<file path="config.mk">
export PLATFORM = sky130hd
export DESIGN_NAME = conv_kxk_stream
export DESIGN_NICKNAME = d
export VERILOG_FILES = /design/src/rtl/conv_kxk_stream.sv
export SDC_FILE = /design/constraint.sdc
export NUM_CORES = 2
export LEC_CHECK = 0
export CAP_MARGIN = 5
export CORE_ASPECT_RATIO = 1.1
export CORE_UTILIZATION = 55
export DETAILED_ROUTE_END_ITERATION = 7
export PLACE_DENSITY_LB_ADDON = 0.2
export SYNTH_ARGS = -nofsm -noshare
export SYNTH_HDL_FRONTEND = slang
export SYNTH_SLANG_ARGS = --single-unit
</file>
<file path="constraint.sdc">
create_clock -name clk -period 8.9 [get_ports clk]
set_clock_uncertainty 0.2 [all_clocks]
set_input_delay 0.89 -clock clk [delete_from_list [all_inputs] [get_ports clk]]
set_output_delay 0.89 -clock clk [all_outputs]
set_load 0.02 [all_outputs]
</file>
<file path="src/rtl/conv_kxk_stream.sv">
// conv_kxk_stream
//   Streaming KxK convolution engine. Pixels arrive in raster order; K-1
//   previous rows are kept in a line-buffer shift chain, a KxK window slides
//   over the image and is multiplied by a serially loaded weight set.
//   Results appear a fixed 2 cycles after the triggering pixel is accepted.
//
// Handshakes:
//   pixel_valid/pixel_ready: a pixel transfers on a rising edge where both
//   are 1. pixel_ready depends only on the FSM state, never on pixel_valid.
//   w_load_valid has no ready; a word is taken on every edge it is high,
//   except while streaming (ignored) or when a pixel is accepted in READY.
//
// Ports:
//   clk, rst            clock, synchronous active-high reset
//   w_in, w_load_valid  weight word stream, row-major (top-left first)
//   weights_ready       full weight set held
//   pixel_in/valid/ready pixel stream
//   result, result_valid result sum and its 1-cycle valid pulse
//   result_row/col      output-map coordinates of result
//   frame_done          pulse with the last result of a frame
//   fsm_state           current FSM state (IDLE=0, LOAD=1, READY=2, STREAM=3)
module conv_kxk_stream #(
    parameter int DATA_W = 8,
    parameter int IMG_W  = 8,
    parameter int IMG_H  = 8,
    parameter int K      = 3,
    parameter int ACC_W  = 2*DATA_W+4,
    localparam int RW    = (IMG_H > 1) ? $clog2(IMG_H) : 1,
    localparam int CW    = (IMG_W > 1) ? $clog2(IMG_W) : 1
) (
    input  logic              clk,
    input  logic              rst,
    input  logic [DATA_W-1:0] w_in,
    input  logic              w_load_valid,
    output logic              weights_ready,
    input  logic [DATA_W-1:0] pixel_in,
    input  logic              pixel_valid,
    output logic              pixel_ready,
    output logic [ACC_W-1:0]  result,
    output logic              result_valid,
    output logic [RW-1:0]     result_row,
    output logic [CW-1:0]     result_col,
    output logic              frame_done,
    output logic [1:0]        fsm_state
);

    localparam int NW     = K*K;
    localparam int IW     = $clog2(NW+1);
    localparam int SR_LEN = (K-1)*IMG_W;
    localparam int PW     = 2*DATA_W;

    typedef enum logic [1:0] {IDLE = 2'd0, LOAD = 2'd1, READY = 2'd2, STREAM = 2'd3} state_t;
    state_t state, state_d;

    logic [DATA_W-1:0] wts [NW];
    logic [IW-1:0]     widx;
    logic [DATA_W-1:0] sr [SR_LEN];
    logic [DATA_W-1:0] win [NW];
    logic [DATA_W-1:0] col_in [K];
    logic [RW-1:0]     row;
    logic [CW-1:0]     col;
    logic              accept, w_write, col_wrap, last_pix;

    logic              win_valid, win_last;
    logic [RW-1:0]     win_row;
    logic [CW-1:0]     win_col;
    logic [PW-1:0]     prod [NW];
    logic              p_valid, p_last;
    logic [RW-1:0]     p_row;
    logic [CW-1:0]     p_col;
    logic [ACC_W-1:0]  sum;

    assign pixel_ready   = (state == READY) || (state == STREAM);
    assign weights_ready = pixel_ready;
    assign fsm_state     = state;
    assign accept        = pixel_valid && pixel_ready;
    assign col_wrap      = (col == CW'(IMG_W-1));
    assign last_pix      = col_wrap && (row == RW'(IMG_H-1));
    // In READY an accepted pixel takes priority over a reload request.
    assign w_write       = w_load_valid &&
                           ((state == IDLE) || (state == LOAD) || (state == READY && !accept));

    always_ff @(posedge clk) begin
        if (rst) state <= IDLE;
        else     state <= state_d;
    end

    always_comb begin
        state_d = state;
        case (state)
            IDLE:    if (w_load_valid) state_d = LOAD;
            LOAD:    if (w_load_valid && widx == IW'(NW-1)) state_d = READY;
            READY: begin
                if (accept)            state_d = last_pix ? READY : STREAM;
                else if (w_load_valid) state_d = LOAD;
            end
            STREAM:  if (accept && last_pix) state_d = READY;
            default: state_d = IDLE;
        endcase
    end

    // Weight store: a write from IDLE or READY always restarts at index 0.
    always_ff @(posedge clk) begin
        if (rst) begin
            widx <= '0;
            for (int i = 0; i < NW; i++) wts[i] <= '0;
        end else if (w_write) begin
            if (state == LOAD) begin
                wts[widx] <= w_in;
                widx      <= (widx == IW'(NW-1)) ? '0 : widx + 1'b1;
            end else begin
                wts[0] <= w_in;
                widx   <= IW'(1);
            end
        end
    end

    // New right-hand window column: row r comes from (K-1-r) image rows back.
    always_comb begin
        for (int r = 0; r < K-1; r++) col_in[r] = sr[(K-1-r)*IMG_W-1];
        col_in[K-1] = pixel_in;
    end

    // Line buffers, window and raster counters advance only on accepted pixels.
    always_ff @(posedge clk) begin
        if (rst) begin
            for (int i = 0; i < SR_LEN; i++) sr[i] <= '0;
            for (int i = 0; i < NW; i++) win[i] <= '0;
            row       <= '0;
            col       <= '0;
            win_valid <= 1'b0;
            win_last  <= 1'b0;
            win_row   <= '0;
            win_col   <= '0;
        end else begin
            win_valid <= 1'b0;
            if (accept) begin
                sr[0] <= pixel_in;
                for (int i = 1; i < SR_LEN; i++) sr[i] <= sr[i-1];
                for (int r = 0; r < K; r++) begin
                    for (int c = 0; c < K-1; c++) win[r*K+c] <= win[r*K+c+1];
                    win[r*K+K-1] <= col_in[r];
                end
                if (col_wrap) begin
                    col <= '0;
                    row <= (row == RW'(IMG_H-1)) ? '0 : row + 1'b1;
                end else begin
                    col <= col + 1'b1;
                end
                // Requiring col >= K-1 excludes windows straddling a row wrap.
                win_valid <= (row >= RW'(K-1)) && (col >= CW'(K-1));
                win_last  <= last_pix;
                win_row   <= row - RW'(K-1);
                win_col   <= col - CW'(K-1);
            end
        end
    end

    always_comb begin
        sum = '0;
        for (int i = 0; i < NW; i++) sum = sum + ACC_W'(prod[i]);
    end

    // Product and sum stages run every cycle; the valid tag rides along.
    always_ff @(posedge clk) begin
        if (rst) begin
            for (int i = 0; i < NW; i++) prod[i] <= '0;
            p_valid      <= 1'b0;
            p_last       <= 1'b0;
            p_row        <= '0;
            p_col        <= '0;
            result       <= '0;
            result_valid <= 1'b0;
            result_row   <= '0;
            result_col   <= '0;
            frame_done   <= 1'b0;
        end else begin
            for (int i = 0; i < NW; i++) prod[i] <= PW'(wts[i]) * PW'(win[i]);
            p_valid      <= win_valid;
            p_last       <= win_valid && win_last;
            p_row        <= win_row;
            p_col        <= win_col;
            result_valid <= p_valid;
            frame_done   <= p_last;
            if (p_valid) begin
                result     <= sum;
                result_row <= p_row;
                result_col <= p_col;
            end
        end
    end

endmodule

</file>
Signal wires on met2:
Cells faint in the background.
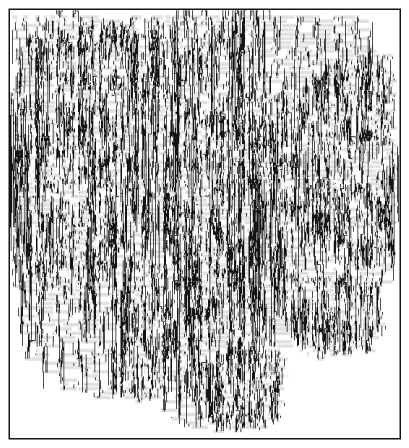
longest straight run: 101 um
main direction: vertical
share of all routed wire: 49%
wire length on this layer: 40.0 mm
Detailed Route WL: 81.8 mm
vias: 24.0k
met2 Usage GRT: 43.5%

Track usage over the die:
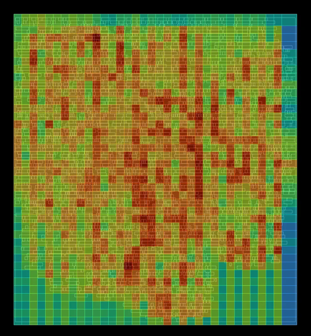
WL/cell: 18.1 um
gr usage total: 25.3%
GRT busiest layer: met2
met3 Track Usage GR: 3.59%
Util after Layout: 60.8%

==> run summary <==
impl run done, here's what came out: status finished clean, # hold bufs at CTS 0, average vias per placed instance 5.31, Placed Area 38000 um2, multi-input gate count 2455, Setup Slack @ Placement 3.91 ns, Final Hold Viols 0, Worst setup SP type flop, most used cell, CP fa_1, Area leader share 23.8%, flip-flops with a built-in enable 232, number of fill cells in the layout 5550, first-pass GRT wire length ~130 mm, M1 GR Usage 33.0%, inverters roughly 630, vias in the first global route between 20k and 25k, DR top layer met4, Crit. path cell count 14, RSZ-0062 raised after global routing no, clock tree buffer depth 3, Tcrit/Tclk final 56.4%
Where the registers sit:
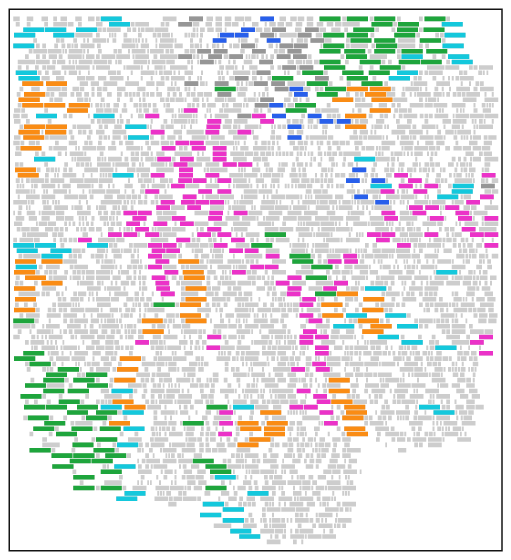
[blue] `result` | sequential cells: 20 | where: north
[orange] `wts` | sequential cells: 72
[magenta] `prod` | sequential cells: 144
[cyan] `win` | sequential cells: 64 | where: spread over the die
[green] `sr` | sequential cells: 96 | where: spread over the die
not coloured: 36
sequential group power: 2.33 mW
Reg area: 11000 um2

Met3 routing:
Bar = 50 um.
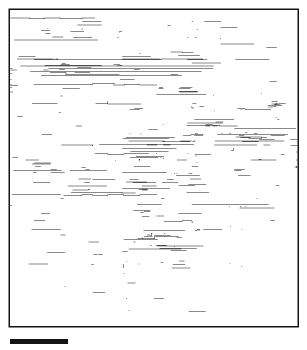
main direction: horizontal
longest straight run: 167 um
nets with wire on the layer: 173
share of all routed wire: 5.2%

[cells by family after synthesis]
family	share of synthesized area, %
buffers and inverters	7.08
AOI/OAI and AO/OA	6.32
and+or+nand+nor	18.4
adders and majority gates	35.9
xor gates and xnor gates	1.80
muxes	0.506
DFF	30.0
[power by group]
part / switching (mW) / internal (mW) / leakage (nW)
Combinational: 2.16 / 1.47 / 13.9
Sequential: 0.108 / 2.22 / 4.03
Clock: 0.872 / 1.26 / 0.840
Total: 3.14 / 4.95 / 18.8
[state kept, by name (all words and copies together) (netlist names), 4 cells and up]
register	flops
widx	4
prod	144
result	20
wts	72
win	64
sr	96
Power is estimated from default activity; no workload was simulated.
